--- src/rtl/reg_write_arbiter_pkg.sv ---
// Shared register-file definitions: word/address widths, strobe levels and the
// write-back priority pointer encoding.
package reg_write_arbiter_pkg;

  localparam int DEF_WORD_WIDTH  = 32;
  localparam int DEF_REG_NUM_LOG = 5;

  localparam logic ENABLE  = 1'b1;
  localparam logic DISABLE = 1'b0;

  typedef enum logic {
    PRI0 = 1'b0,
    PRI1 = 1'b1
  } pri_state_e;

endpackage

--- src/rtl/reg_scoreboard.sv ---
// Pending-write tracker: one bit per register, set when decode issues a
// producer, cleared when the register file is written. Register 0 never pends.
module reg_scoreboard
  import reg_write_arbiter_pkg::*;
#(
  parameter int REG_NUM_LOG = DEF_REG_NUM_LOG
) (
  input  logic                      clk,
  input  logic                      rst_n,
  input  logic                      i_set_valid,
  input  logic [REG_NUM_LOG-1:0]    i_set_addr,
  input  logic                      i_clr_valid,
  input  logic [REG_NUM_LOG-1:0]    i_clr_addr,
  output logic [2**REG_NUM_LOG-1:0] o_busy
);

  localparam int REG_NUM = 2**REG_NUM_LOG;

  logic [REG_NUM-1:0] r_busy;
  logic [REG_NUM-1:0] w_set;
  logic [REG_NUM-1:0] w_clr;
  logic [REG_NUM-1:0] w_busy_next;

  // Clear first, then set, so a newly issued producer survives a retiring write.
  always_comb begin
    w_set = '0;
    w_clr = '0;
    if (i_set_valid) w_set[i_set_addr] = ENABLE;
    if (i_clr_valid) w_clr[i_clr_addr] = ENABLE;
    w_busy_next    = (r_busy & ~w_clr) | w_set;
    w_busy_next[0] = DISABLE;
  end

  // Busy bit storage.
  always_ff @(posedge clk or negedge rst_n) begin
    if (!rst_n) r_busy <= '0;
    else        r_busy <= w_busy_next;
  end

  assign o_busy = r_busy;

endmodule

--- src/rtl/reg_write_arbiter.sv ---
// Two-requester write-back arbiter in front of the register file. Round-robin
// on ties, single-cycle registered write port, pending-write busy mask.
//
// state | meaning
// PRI0  | requester 0 (ALU) wins a tie
// PRI1  | requester 1 (load unit) wins a tie
module reg_write_arbiter
  import reg_write_arbiter_pkg::*;
#(
  parameter int WORD_WIDTH  = DEF_WORD_WIDTH,
  parameter int REG_NUM_LOG = DEF_REG_NUM_LOG
) (
  input  logic                      clk,
  input  logic                      rst_n,
  input  logic                      req0Valid,
  input  logic [REG_NUM_LOG-1:0]    req0Addr,
  input  logic [WORD_WIDTH-1:0]     req0Value,
  output logic                      req0Ready,
  input  logic                      req1Valid,
  input  logic [REG_NUM_LOG-1:0]    req1Addr,
  input  logic [WORD_WIDTH-1:0]     req1Value,
  output logic                      req1Ready,
  output logic                      writeEnable,
  output logic [REG_NUM_LOG-1:0]    writeAddr,
  output logic [WORD_WIDTH-1:0]     writeValue,
  input  logic                      issueValid,
  input  logic [REG_NUM_LOG-1:0]    issueAddr,
  output logic [2**REG_NUM_LOG-1:0] busyMask
);

  pri_state_e              r_state;
  pri_state_e              w_state_next;
  logic                    w_grant0;
  logic                    w_grant1;
  logic                    w_wr_en;
  logic [REG_NUM_LOG-1:0]  w_addr;
  logic [WORD_WIDTH-1:0]   w_value;

  logic                    r_write_en;
  logic [REG_NUM_LOG-1:0]  r_write_addr;
  logic [WORD_WIDTH-1:0]   r_write_value;

  // Grant, selected payload and pointer update; the winner hands priority over.
  always_comb begin
    w_grant0     = DISABLE;
    w_grant1     = DISABLE;
    w_state_next = r_state;
    w_addr       = req0Addr;
    w_value      = req0Value;
    if (req0Valid && (!req1Valid || r_state == PRI0)) begin
      w_grant0     = ENABLE;
      w_state_next = PRI1;
    end else if (req1Valid) begin
      w_grant1     = ENABLE;
      w_state_next = PRI0;
      w_addr       = req1Addr;
      w_value      = req1Value;
    end
    // Writes to register 0 are consumed but never reach the register file.
    w_wr_en = (w_grant0 || w_grant1) && (w_addr != '0);
  end

  // Priority pointer state register.
  always_ff @(posedge clk or negedge rst_n) begin
    if (!rst_n) r_state <= PRI0;
    else        r_state <= w_state_next;
  end

  // Registered write port; address/data hold when nothing is written.
  always_ff @(posedge clk or negedge rst_n) begin
    if (!rst_n) begin
      r_write_en    <= DISABLE;
      r_write_addr  <= '0;
      r_write_value <= '0;
    end else begin
      r_write_en <= w_wr_en;
      if (w_wr_en) begin
        r_write_addr  <= w_addr;
        r_write_value <= w_value;
      end
    end
  end

  // Ready is masked by reset so nothing looks accepted while held in reset.
  assign req0Ready   = w_grant0 & rst_n;
  assign req1Ready   = w_grant1 & rst_n;
  assign writeEnable = r_write_en;
  assign writeAddr   = r_write_addr;
  assign writeValue  = r_write_value;

  reg_scoreboard #(
    .REG_NUM_LOG (REG_NUM_LOG)
  ) u_scoreboard (
    .clk         (clk),
    .rst_n       (rst_n),
    .i_set_valid (issueValid),
    .i_set_addr  (issueAddr),
    .i_clr_valid (r_write_en),
    .i_clr_addr  (r_write_addr),
    .o_busy      (busyMask)
  );

endmodule
--- config.mk ---
export PLATFORM = sky130hd
export DESIGN_NAME = reg_write_arbiter
export DESIGN_NICKNAME = d
export VERILOG_FILES = /design/src/rtl/reg_write_arbiter_pkg.sv /design/src/rtl/reg_scoreboard.sv /design/src/rtl/reg_write_arbiter.sv
export SDC_FILE = /design/constraint.sdc
export NUM_CORES = 1
export LEC_CHECK = 0
export CORE_ASPECT_RATIO = 1.25
export CORE_MARGIN = 2
export CORE_UTILIZATION = 37
export CTS_CLUSTER_DIAMETER = 100
export CTS_CLUSTER_SIZE = 14
export DETAILED_ROUTE_END_ITERATION = 6
export PLACE_DENSITY = 0.78
export SYNTH_ARGS = -nofsm -noshare
export SYNTH_HDL_FRONTEND = slang
export SYNTH_SLANG_ARGS = --single-unit
--- constraint.sdc ---
create_clock -name clk -period 1.4 [get_ports clk]
set_input_delay 0.21 -clock clk [delete_from_list [all_inputs] [get_ports clk]]
set_output_delay 0.21 -clock clk [all_outputs]
set_load 0.01 [all_outputs]
Register map, names as in the netlist:
Bar = 20 um.
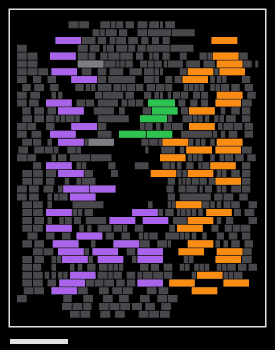
Key: orange = u_scoreboard.o_busy [sequential cells 31, where a column on the right]; purple = writeValue [sequential cells 32]; green = writeAddr [sequential cells 5]

Pin map:
Bar = 20 um. Pins as bars across the die edge, other pins in gray.
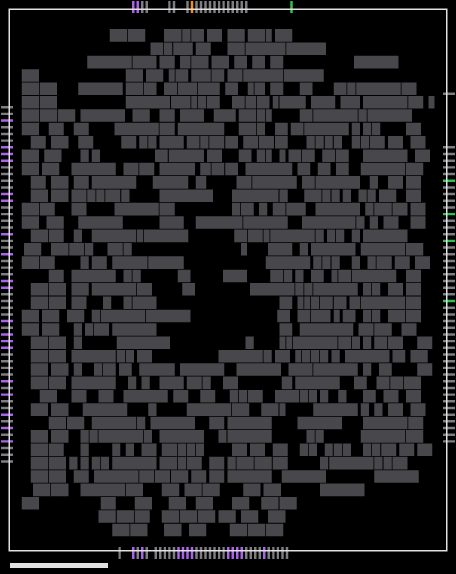
Key: orange = req0Valid [pins 1, direction input, edge top]; green = writeAddr [pins 5, direction output, edge 4 right, 1 top]; purple = req1Value [pins 32, direction input, edge 19 left, 11 bottom, 2 top]
All pins by edge: 54 left, 46 right, 35 bottom, 21 top.

-- report_power, final --
part | switching, uW | total (uW) | internal, uW | leakage (uW)
logic | 1230 | 2580 | 1350 | 0.00159
clock network | 745 | 2110 | 1360 | 0.000130
registers | 303 | 2900 | 2600 | 0.000812
total | 2280 | 7590 | 5310 | 0.00253
-- registers in the layout, summed over array words and instances, names as in the netlist --
name	flops
writeValue	32
writeEnable	1
writeAddr	5
u_scoreboard.o_busy	31
r_state	1
-- per-stage QoR --
stage	hold WS [ns]	utilization
floorplan	-0.0856	-
global placement	0.488	0.603
detailed placement	0.496	0.603
CTS	0.131	0.653
global route	0.183	0.656
finish	0.116	0.656
-- repair_timing --
action                                  CTS  global route
hold buffers                              0             0
gates cloned                              1             0
endpoints found under the setup margin  110            62
setup buffers                            13             4
pin swaps                                 6             3
gates resized                           115            23
==> flow_summary.toml <==
# generated from flow reports
[detailed_routing]
wl_met2_um = 5400
top_layer = "met4"
drt-met1-wl_um = 3850
ant_nets = 0
first_iter_violations = 160
firstDrtPassIters = 4
route.met3.wl_um = 849
route.detailed.drc = 0
wl_um = 10300
viasPerCell = 5.12

[yosys]
yosys_warnings = 0
edf_count = 0
synth_nets = 403
mux_area_frac = 0.109
yosysTopAreaCell = "dfrtp_1"
ys_cells = 319
top_cells_by_area = "dfrtp_1 53%, o21ai_0 18%, mux2i_1 11%, o21ai_2 2.4%, nand3b_1 2.3%"
ys_sh_aoi = 0.240
ys_seq_share = 0.528
yosysMostFrequentCell = "o21ai_0"
synth.distinct_cells = 30
yosys_area_um2 = 3320
ys_sh_xor = 0
synth_top_area_share = 0.528
common_cells = "121 x o21ai_0, 70 x dfrtp_1, 36 x mux2i_1"
syn_inst = 319
logic_family = "AND-OR/OR-AND gates"
yosys.area_share.simple = 0.0860
ys_sh_adder = 0
synth_flops = 70
syn_area_um2 = 3320
postSynthAreaPerCell_um2 = 10.4
async_flop_share = 1.00

[final_timing]
setup-tns-final_ns = -7.25
fin_crit_sh = 1.17
slew_violations = 0
postLayoutSetupSlackWorst_ns = -0.239
finalSetupViolations = 39
clock_skew_ns = 0.00894
fmax_ghz = 0.610
worstMarginPinSlew_ns = 0.861
rsz0062_at_grt = "yes"
hold_viol_final = 0
slew_headroom = 0.426

[setup_path]
cpMostUsedCell = "buf_12"
cp_top_family = "AND-OR/OR-AND gates"
critPathBufInv = 3
reg2reg_to = "writeValue[11]$_DFFE_PN0P_"
timing.rr.start = "r_state$_DFFE_PN0P_"
crit_start = "r_state$_DFFE_PN0P_"
start_kind = "register"
r2r_setup_slack_ns = -0.24
crit_path_max_fanout = 8
cp_data_arrival_time_ns = 1.85
crit_cells = 8
critPathKind = "reg -> reg"
critPathSlowestCell = "dfrtp_1"
endpoint_kind = "register"
critPathMaxStageDelay_ns = 0.39
required_ns = 1.61
endpoint = "writeValue[11]$_DFFE_PN0P_"
cp_cell_sequence = "buf_6 > nor2b_4 > o211ai_2 > a221oi_4 > or2_4 > buf_12 > buf_12 > o21ai_1"

[grt]
grt_pass1_vias = 3327
grt_max_degree = 71
antenna_found_initial = 0
grt_first_pass_wirelength_um = 16000
use_met1 = 0.241
top_usage_layer = "met2"
use_met2 = 0.384
gr-usage-all-layers = 0.216
overflow = 0
grtUsageMet3 = 0.0601

[cts]
clock-sinks = 70
clk_pin_slew_ns = 0.08
cts_buffers = 9
cts_buffer_depth = 2
cts_tree = "yes"
clock_latency_ns = 0.34

[place]
place_inst = 614
dpl.hpwl_um = 7580
numPortBuffers = 154
placed_cell_area_um2 = 5250

[final_layout]
drive_gt1_frac = 0.230
layout.nonclk_buf_frac = 0.341
layout.cells.non_filler = 646
final_area_um2 = 5710
comb_area_share = 0.278
diodes = 0
seqCellArea_um2 = 1760
clkbuf_count = 10
area_delta_synth_final_pct = 71.9
fill_cells = 700
combGateArea_um2 = 1590
largestClassByArea = "non-clock buffers"
mostFrequentLayoutCell = "o21ai_0"
flop-count = 70
lay_top_cells = "82 x o21ai_0, 78 x clkdlybuf4s50_1, 69 x dlygate4sd2_1"
seq_area_frac = 0.308
n_all_inverters = 2
logic_gates = 229

[floorplanning]
tap_cells = 120
fp.dieW_um = 88.7
fp.dieH_um = 110
ioPinCount = 156
num_rows = 38
coreArea_um2 = 8700
dieArea_um2 = 9750
fp_util = 0.381

[run_status]
status = "complete, but fails checks"
violations = "negative setup slack"

[worst_hold_path]
hold_path_class = "in -> async"

[power_and_ir_drop]
ir_drop_mv = 0.499
p_leak_uw = 0.00253
total_power_uw = 7590

[job]
tool_warnings = 29
max_cap_violations = 0
Power is estimated from default activity; no workload was simulated.
